--- config.mk ---
export PLATFORM = sky130hd
export DESIGN_NAME = ex_mem_stage
export DESIGN_NICKNAME = d
export VERILOG_FILES = /design/src/rtl/ex_mem_stage.sv
export SDC_FILE = /design/constraint.sdc
export NUM_CORES = 1
export LEC_CHECK = 0
export ABC_CLOCK_PERIOD_IN_PS = 1800
export CAP_MARGIN = 20
export CORE_ASPECT_RATIO = 0.8
export CORE_MARGIN = 5
export CORE_UTILIZATION = 46
export CTS_CLUSTER_DIAMETER = 200
export DETAILED_ROUTE_END_ITERATION = 6
export HOLD_SLACK_MARGIN = 0.08
export PLACE_DENSITY = 0.93
export SETUP_SLACK_MARGIN = 0.3
export SLEW_MARGIN = 15
export SYNTH_ARGS = -nofsm -noshare
export SYNTH_HDL_FRONTEND = slang
export SYNTH_SLANG_ARGS = --single-unit
--- constraint.sdc ---
create_clock -name clk -period 1.8 [get_ports clk]
set_input_delay 0.36 -clock clk [delete_from_list [all_inputs] [get_ports clk]]
set_output_delay 0.36 -clock clk [all_outputs]
set_load 0.05 [all_outputs]
--- src/rtl/ex_mem_stage.sv ---
// EX->MEM pipeline register with a 2-entry skid buffer, registered in_ready and misalignment flag.
// Define EXMEM_BRANCH_EN to resolve beq/bne in this stage; otherwise branch outputs are tied 0.
module ex_mem_stage #(
  parameter int unsigned DATA_W = 32,
  parameter int unsigned REG_W  = 5
) (
  input  logic              clk,
  input  logic              rst_n,
  input  logic              flush,
  input  logic              in_valid,
  output logic              in_ready,
  input  logic [DATA_W-1:0] alu_result,
  input  logic              alu_zero,
  input  logic [DATA_W-1:0] store_data,
  input  logic [REG_W-1:0]  write_reg,
  input  logic              ctl_regwrite,
  input  logic              ctl_memread,
  input  logic              ctl_memwrite,
  input  logic              ctl_memtoreg,
  input  logic              ctl_branch,
  input  logic              ctl_bne,
  input  logic [DATA_W-1:0] branch_target,
  output logic              out_valid,
  input  logic              out_ready,
  output logic [DATA_W-1:0] out_result,
  output logic [DATA_W-1:0] out_store_data,
  output logic [REG_W-1:0]  out_write_reg,
  output logic              out_ctl_regwrite,
  output logic              out_ctl_memread,
  output logic              out_ctl_memwrite,
  output logic              out_ctl_memtoreg,
  output logic              out_misaligned,
  output logic              branch_taken,
  output logic [DATA_W-1:0] branch_pc
);

  typedef struct packed {
    logic [DATA_W-1:0] result;
    logic [DATA_W-1:0] store_data;
    logic [REG_W-1:0]  write_reg;
    logic              regwrite;
    logic              memread;
    logic              memwrite;
    logic              memtoreg;
    logic              misaligned;
`ifdef EXMEM_BRANCH_EN
    logic              zero;
    logic              branch;
    logic              bne;
    logic [DATA_W-1:0] target;
`endif
  } entry_t;

  entry_t head_q, head_d, skid_q, skid_d, in_entry;
  logic   head_v_q, head_v_d, skid_v_q, skid_v_d, in_ready_q;
  logic   accept, issue;

  assign accept = in_valid & in_ready_q;
  assign issue  = head_v_q & out_ready;

  always_comb begin
    in_entry            = '0;
    in_entry.result     = alu_result;
    in_entry.store_data = store_data;
    in_entry.write_reg  = write_reg;
    in_entry.regwrite   = ctl_regwrite;
    in_entry.memread    = ctl_memread;
    in_entry.memwrite   = ctl_memwrite;
    in_entry.memtoreg   = ctl_memtoreg;
    in_entry.misaligned = (ctl_memread | ctl_memwrite) & (alu_result[1:0] != 2'b00);
`ifdef EXMEM_BRANCH_EN
    in_entry.zero       = alu_zero;
    in_entry.branch     = ctl_branch;
    in_entry.bne        = ctl_bne;
    in_entry.target     = branch_target;
`endif
  end

  always_comb begin
    head_v_d = head_v_q;
    skid_v_d = skid_v_q;
    head_d   = head_q;
    skid_d   = skid_q;
    if (flush) begin
      // Issue this cycle still reaches MEM; only held/incoming work is squashed.
      head_v_d = 1'b0;
      skid_v_d = 1'b0;
    end else if (head_v_q && !issue) begin
      // Skid is necessarily empty whenever accept is possible.
      if (accept) begin
        skid_v_d = 1'b1;
        skid_d   = in_entry;
      end
    end else if (skid_v_q) begin
      head_v_d = 1'b1;
      head_d   = skid_q;
      skid_v_d = accept;
      if (accept) skid_d = in_entry;
    end else begin
      head_v_d = accept;
      if (accept) head_d = in_entry;
    end
  end

  always_ff @(posedge clk) begin
    if (!rst_n) begin
      head_v_q   <= 1'b0;
      skid_v_q   <= 1'b0;
      head_q     <= '0;
      skid_q     <= '0;
      in_ready_q <= 1'b0;
    end else begin
      head_v_q   <= head_v_d;
      skid_v_q   <= skid_v_d;
      head_q     <= head_d;
      skid_q     <= skid_d;
      in_ready_q <= ~skid_v_d;
    end
  end

  assign in_ready         = in_ready_q;
  assign out_valid        = head_v_q;
  assign out_result       = head_q.result;
  assign out_store_data   = head_q.store_data;
  assign out_write_reg    = head_q.write_reg;
  assign out_ctl_regwrite = head_q.regwrite;
  assign out_ctl_memread  = head_q.memread;
  assign out_ctl_memwrite = head_q.memwrite;
  assign out_ctl_memtoreg = head_q.memtoreg;
  assign out_misaligned   = head_q.misaligned;

`ifdef EXMEM_BRANCH_EN
  // Tied to issue so a stalled branch redirects exactly once, when MEM takes it.
  assign branch_taken = issue & head_q.branch & (head_q.zero ^ head_q.bne);
  assign branch_pc    = head_q.target;
`else
  logic unused_branch_inputs;
  assign unused_branch_inputs = ^{alu_zero, ctl_branch, ctl_bne, branch_target};
  assign branch_taken = 1'b0;
  assign branch_pc    = '0;
`endif

endmodule

Figure 1. The metal 1 layer (run 1).
Bar = 50 um.
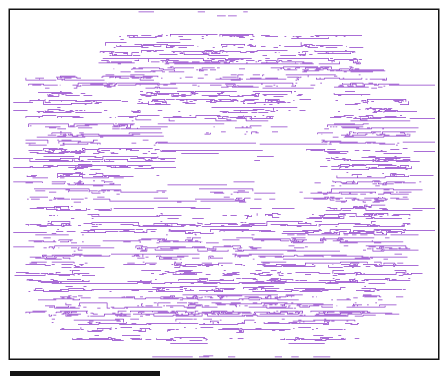
wire length on this layer: 7660 um
longest straight run: 41.4 um
main direction: horizontal
share of all routed wire: 43%
drt total wl: 17.8 mm
GR Util met1: 22.9%
via count: 5405

Figure 2. Metal 2 (run 1).
Bar = 50 um.
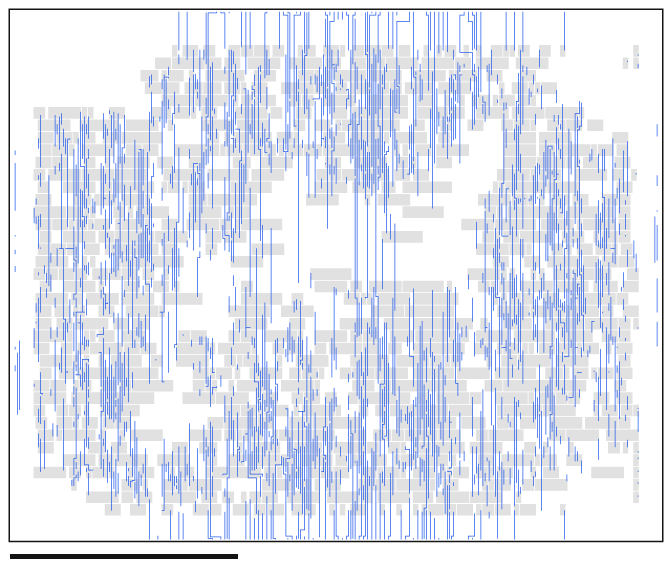
share of all routed wire: 49%
longest straight run: 49.8 um
nets with wire on the layer: 802

Figure 3. The metal 3 layer (run 1).
Bar = 50 um.
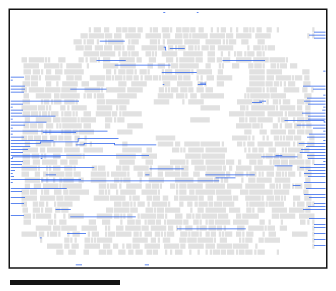
wire length on this layer: 1220 um
share of all routed wire: 6.8%
main direction: horizontal
met3 usage in global routing: 5.03%

[run 1: logic make-up (layout without fill, tap and decap cells)]
kind of cell,count (synthesis),count (layout),share of synthesized area [%]
other,1,33,0.0576
multiplexers,73,73,11.2
buffers and inverters,91,225,7.90
flip-flops,151,151,46.4
AND/OR/NAND/NOR,231,231,13.7
AND-OR/OR-AND,155,155,20.7
[run 1: worst max-delay path, cell delays in order]
cell	delay [ns]
clkdlybuf4s50_1	0.51
nor3_4	0.26
buf_4	0.15
buf_8	0.16
clkbuf_16	0.18
nand2_1	0.08
o211a_1	0.15
[run 1: area by class of cell]
| cell class | instances | area (um2) | area share [%] |
|---|---|---|---|
| sequential | 151 | 3030 | 33.4 |
| timing repair buffer | 192 | 2000 | 22.0 |
| multi-input combinational | 492 | 3170 | 34.9 |
| clock inverter | 11 | 196 | 2.16 |
| clock buffer | 21 | 460 | 5.07 |
| tap | 180 | 225 | 2.48 |
| inverter | 1 | 3.75 | 0.0413 |
[run 1: per-layer routing]
metal	vias to the layer above	part of all wire (%)	global-route usage [%]
met4	0	1.2	6.08
met2	144	49	32.6
li1	2630	-	-
met5	-	0	0
met3	13	6.8	5.03
met1	2618	43	22.9
[run 1: power by group]
part	internal, W	switching (W)	leakage, nW
combinational	0.000444	0.000734	2.64
clock	0.00254	0.00138	0.313
sequential	0.00343	0.0000553	1.23
total	0.00642	0.00217	4.18
[run 1: cells in the final DEF (no fill, tap or decap), drive strengths merged, types with 2 or more instances in the layout]
master,netlist,final
o21a,2,2
clkinvlp,0,2
mux2i,73,73
clkbuf,20,29
clkdlybuf4s50,0,74
nor2,3,3
bufinv,0,5
dlymetal6s2s,0,2
clkinv,0,4
buf,70,108
a21oi,3,3
and2,2,2
nand2,220,220
dfxtp,151,151
conb,1,33
a21boi,73,73
nor2b,2,2
o211a,73,73
==> out/results.txt, run 1 <==
Yosys top cell by instances = nand2_1
Pwr Density = 945 mW/mm2
cell type with the largest total area = dfxtp_1
Hold-fix buffers, CTS = 0
GRT overflow = 0
Hold WC Path Type = input pin to flop
vias in the first global route = 5104
placed insts = 997
H-tree depth = 4
I/O pin count = 222
HPWL after DPL = 10.6 mm
outcome = completed
unrepaired setup endpoints after global routing = yes
final cell count without fillers = 1048
Tot GR Track Use = 18.8%
placed cell areas = 0.00799 mm2
max-cap viol count = 0
max-slew violations = 0
core area = 0.0137 mm2
register name with the most flops = skid_q
final instance area = 0.00909 mm2
Detail Route Antenna Nets = 0
post-CTS resize count = 5
postcts setup bufs = 0
Hold Startpoint = rst_n
FF-to-FF Start = out_valid$_SDFFE_PP0N_
vias per inst = 5.16
fin crit share = 86.8%
tool warning count = 63
setup slack, reg-to-reg = 0.26 ns
cell count after synthesis = 702
Setup Skew = 0.00802 ns
last element of the critical path = out_store_data[11]$_SDFFE_PN0P_
yosys stat area = 0.00651 mm2
crit path capture type = flop
die height = 116 um
WL/cell = 17.0 um
CP arrival = 1.85 ns
Yosys Instances = 702
max FFs per register = 74
RR Endpoint = skid_q[70]$_SDFFE_PN0P_
largest net degree at the start of global routing = 56
nets = 968
==> inputs of run 2 (changes only) <==
--- a/config.mk
+++ b/config.mk
@@ -5,15 +5,16 @@
 export SDC_FILE = /design/constraint.sdc
 export NUM_CORES = 1
 export LEC_CHECK = 0
-export ABC_CLOCK_PERIOD_IN_PS = 1800
+export ABC_CLOCK_PERIOD_IN_PS = 1400
 export CAP_MARGIN = 20
 export CORE_ASPECT_RATIO = 0.8
 export CORE_MARGIN = 5
-export CORE_UTILIZATION = 46
+export CORE_UTILIZATION = 41
 export CTS_CLUSTER_DIAMETER = 200
 export DETAILED_ROUTE_END_ITERATION = 6
 export HOLD_SLACK_MARGIN = 0.08
-export PLACE_DENSITY = 0.93
+export PLACE_DENSITY = 0.88
+export REMOVE_ABC_BUFFERS = 1
 export SETUP_SLACK_MARGIN = 0.3
 export SLEW_MARGIN = 15
 export SYNTH_ARGS = -nofsm -noshare
==> constraint.sdc (replaced) <==
create_clock -name clk -period 1.4 [get_ports clk]
set_input_delay 0.28 -clock clk [delete_from_list [all_inputs] [get_ports clk]]
set_output_delay 0.28 -clock clk [all_outputs]
set_load 0.05 [all_outputs]
Figure 4. M4 wires (run 2).
Bar = 50 um.
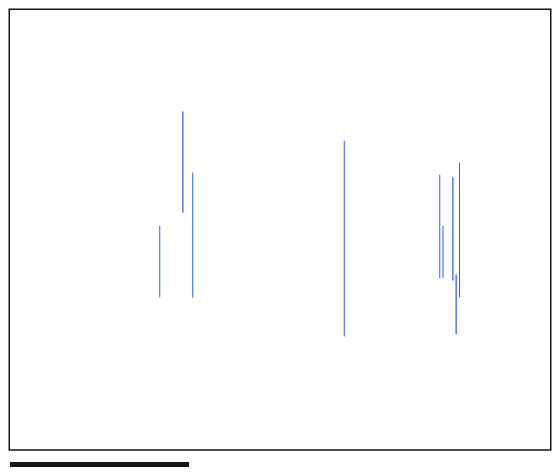
main direction: vertical
share of all routed wire: 1.3%
nets with wire on the layer: 8
wire length on this layer: 262 um
drt total wl: 19.9 mm
via count: 5701

Figure 5. Track usage over the die (run 2).
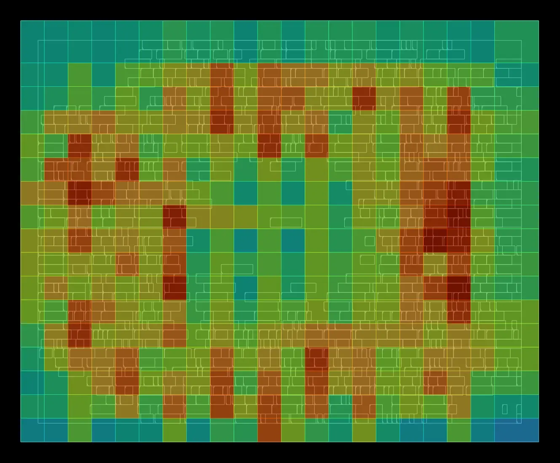
GR Util met1: 23.8%
final core utilization: 68.2%
WL/cell: 18.0 um
met2 global-route usage: 34.4%

==> out/results.txt, run 2 <==
Sequential Power Share = 39.6% (-1.0 points)
min setup slack post-route = -0.0916 ns
RR Endpoint = skid_q[6]$_SDFFE_PN0P_
Yosys Instances = 702 (unchanged)
Comb area = 0.00336 mm2 (+6.0%)
Pwr Density = 1080 mW/mm2 (+14%)
max-slew violations = 0 (unchanged)
placed cell areas = 0.00908 mm2 (+14%)
Net Sw Frac = 25.0% (-0.21 points)
I/O pin count = 222 (unchanged)
die height = 123 um (+5.4%)
GRT overflow = 0 (unchanged)
core area = 0.0157 mm2 (+14%)
outcome = finished with violations
Top cell excl fill/tap = nand2_1
final cell count without fillers = 1107 (+5.6%)
CP arrival = 1.81 ns (-0.04 ns)
placed insts = 1044 (+4.7%)
Hold Startpoint = rst_n
fin crit share = 107%
failing checks = setup timing
crit path capture type = flop
Tot GR Track Use = 20.0% (+1.2 points)
Switch Pwr = 0.00288 W (+33%)
HPWL after DPL = 11.5 mm (+8.2%)
final tally of setup violations = 96
GR peak layer = met2
P_seq = 0.00456 W (+31%)
FF-to-FF Start = skid_v_q$_SDFF_PN0_
most frequent cells in the layout = nand2_1, buf_12, dfxtp_1
nets = 994 (+2.7%)
Hold WC Path Type = input pin to flop
max-cap viol count = 0 (unchanged)
## run 2: routing by layer
metal  share of wire, %  wire [um]
met1                 40       8010
met2                 51      10100
met3                7.6       1520
met4                1.3        261
met5                  0          0
## run 2: logic make-up (layout without fill, tap and decap cells)
logic type | count (synthesis) | after routing | share of synthesized area [%]
flip-flops | 151 | 151 | 46.4
AND-OR/OR-AND | 155 | 155 | 20.7
AND/OR/NAND/NOR | 231 | 231 | 13.7
other | 1 | 33 | 0.0576
buffers and inverters | 91 | 249 | 7.90
multiplexers | 73 | 73 | 11.2
## run 2: how the worst max path moves through the flow
stage	start	slack [ns]	end	depth (start not counted)
finish	skid_v_q$_SDFF_PN0_	-0.09	skid_q[6]$_SDFFE_PN0P_	6
global route	in_ready$_SDFF_PN0_	-0.13	out_result[21]$_SDFFE_PN0P_	8
CTS	skid_v_q$_SDFF_PN0_	-0.05	out_result[27]$_SDFFE_PN0P_	8
detailed placement	out_ready	-0.54	skid_q[8]$_SDFFE_PN0P_	6
global placement	in_valid	-0.46	out_store_data[23]$_SDFFE_PN0P_	8
floorplan	skid_v_q$_SDFF_PN0_	-6.33	out_misaligned$_SDFFE_PN0P_	4
## run 2: layout make-up
type	count	share of cell area, %
clock buffers	21	4.39
flip-flops and latches	151	29.4
repair buffers	218	30.7
multi-input cells	492	31.4
well taps	215	2.51
inverters	1	0.0350
clock inverters	9	1.61
## run 2: what timing repair did
action / in CTS / in global routing
gates cloned: 12 / 4
endpoints found under the setup margin: 226 / 226
resized: 115 / 130
pin swaps: 5 / 9
setup buffers: 10 / 7
## run 2: critical path: stages, from the launching register on
cell and delay (ns):
dfxtp_4 0.35, buf_8 0.15, o2111ai_4 0.29, buf_6 0.18, clkbuf_16 0.16, nand2_1 0.07, a21boi_0 0.20
==> inputs of run 3 (changes only) <==
--- a/config.mk
+++ b/config.mk
@@ -7,7 +7,6 @@
 export LEC_CHECK = 0
 export ABC_CLOCK_PERIOD_IN_PS = 1400
 export CAP_MARGIN = 20
-export CORE_ASPECT_RATIO = 0.8
 export CORE_MARGIN = 5
 export CORE_UTILIZATION = 41
 export CTS_CLUSTER_DIAMETER = 200
Figure 6. Metal 2 (run 3).
Bar = 50 um.
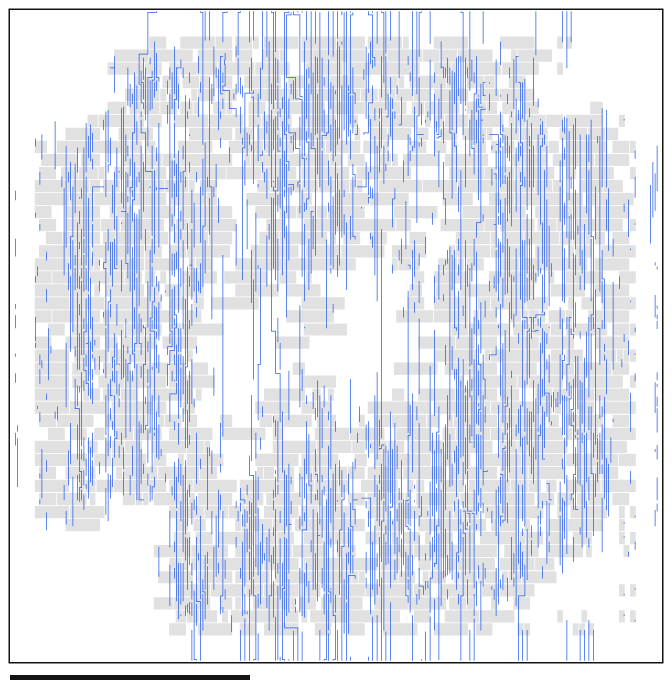
wire length on this layer: 10900 um
main direction: vertical
longest straight run: 49.5 um

==> out/results.txt, run 3 <==
Met2 Routed Length = 10.9 mm (+7.5%)
max-slew violations = 0 (unchanged)
Top cell excl fill/tap = nand2_1
Top Metal Used = met4
slowest library cell on the worst path = dfxtp_2
final core utilization = 70.9% (+2.7 points)
final cell count without fillers = 1116 (+0.81%)
HPWL after DPL = 11.3 mm (-1.9%)
most frequent cells in the layout = nand2_1, buf_12, clkdlybuf4s50_1
max-cap viol count = 0 (unchanged)
P_seq = 0.00456 W (about the same)
placed cell areas = 0.00911 mm2 (+0.34%)
crit path capture type = flop
die height = 136 um (+11%)
min setup slack post-route = -0.0811 ns (+0.0105 ns)
core area = 0.0157 mm2 (about the same)
failing checks = setup timing
max incr delay on CP = 0.33 ns (-0.02 ns)
met1 wire length = 9.05 mm (+13%)
Yosys Instances = 702 (unchanged)
Hold WC Path Type = input pin to flop
final tally of setup violations = 60 (-38%)
outcome = finished with violations
I/O pin count = 222 (unchanged)
Figure 7. Track usage over the die (run 3).
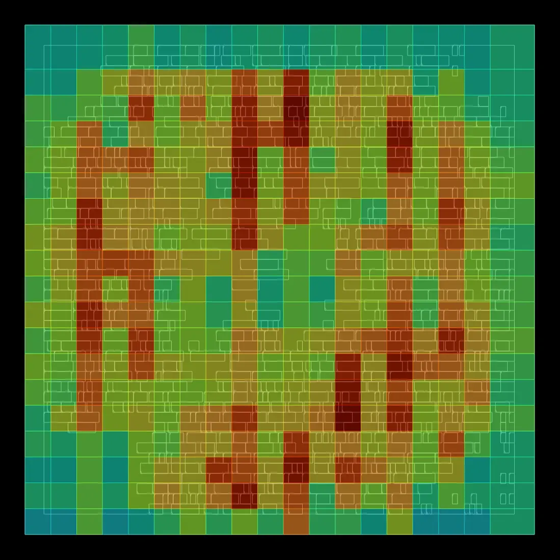
met2 global-route usage: 33.6%
WL/cell: 19.8 um

[run 3: critical path, delay by kind of cell, from the launching register on]
family	cells	cell delay, ns
buffers and inverters	2	0.33
AOI/OAI and AO/OA	2	0.43
and+or+nand+nor	2	0.30
DFF	1	0.33
[run 3: layer usage]
| layer | vias up | global-route usage (%) |
|---|---|---|
| li1 | 2726 | - |
| met1 | 2903 | 24.1 |
| met2 | 201 | 33.6 |
| met3 | 47 | 5.70 |
| met4 | 0 | 8.57 |
| met5 | - | 0 |
[run 3: area by class of cell]
cell class              count  area, um2  area share [%]
clock buffers              22        484            4.35
multi-input cells         492       3530            31.7
well taps                 216        270            2.43
flip-flops and latches    151       3160            28.4
inverters                   1       3.75          0.0337
clock inverters            10        119            1.07
repair buffers            224       3570            32.0
[run 3: cell families (layout without fill, tap and decap cells)]
family / count (synthesis) / after routing / synth area share [%]
other: 1 / 33 / 0.0576
buffers and inverters: 91 / 257 / 7.90
AOI/OAI and AO/OA: 155 / 155 / 20.7
DFF: 151 / 151 / 46.4
and+or+nand+nor: 231 / 231 / 13.7
muxes: 73 / 73 / 11.2
[run 3: worst paths after layout]
check             cells past startpoint                          end               startpoint  slack, ns
setup / recovery                      6      skid_q[67]$_SDFFE_PN0P_   out_valid$_SDFFE_PP0N_      -0.08
hold reg to reg                       2      skid_q[32]$_SDFFE_PN0P_  skid_q[32]$_SDFFE_PN0P_       0.45
hold / removal                        2  out_result[16]$_SDFFE_PN0P_                    rst_n       0.16
setup reg to reg                      6      skid_q[67]$_SDFFE_PN0P_   out_valid$_SDFFE_PP0N_      -0.08
[run 3: timing repair]
action / CTS / global route
setup buffers: 7 / 6
hold endpoints to repair: 0 / 0
endpoints found under the setup margin: 227 / 226
gates resized: 137 / 171
cloned: 11 / 16
pin swaps: 18 / 7
Power and IR drop assume default switching activity.
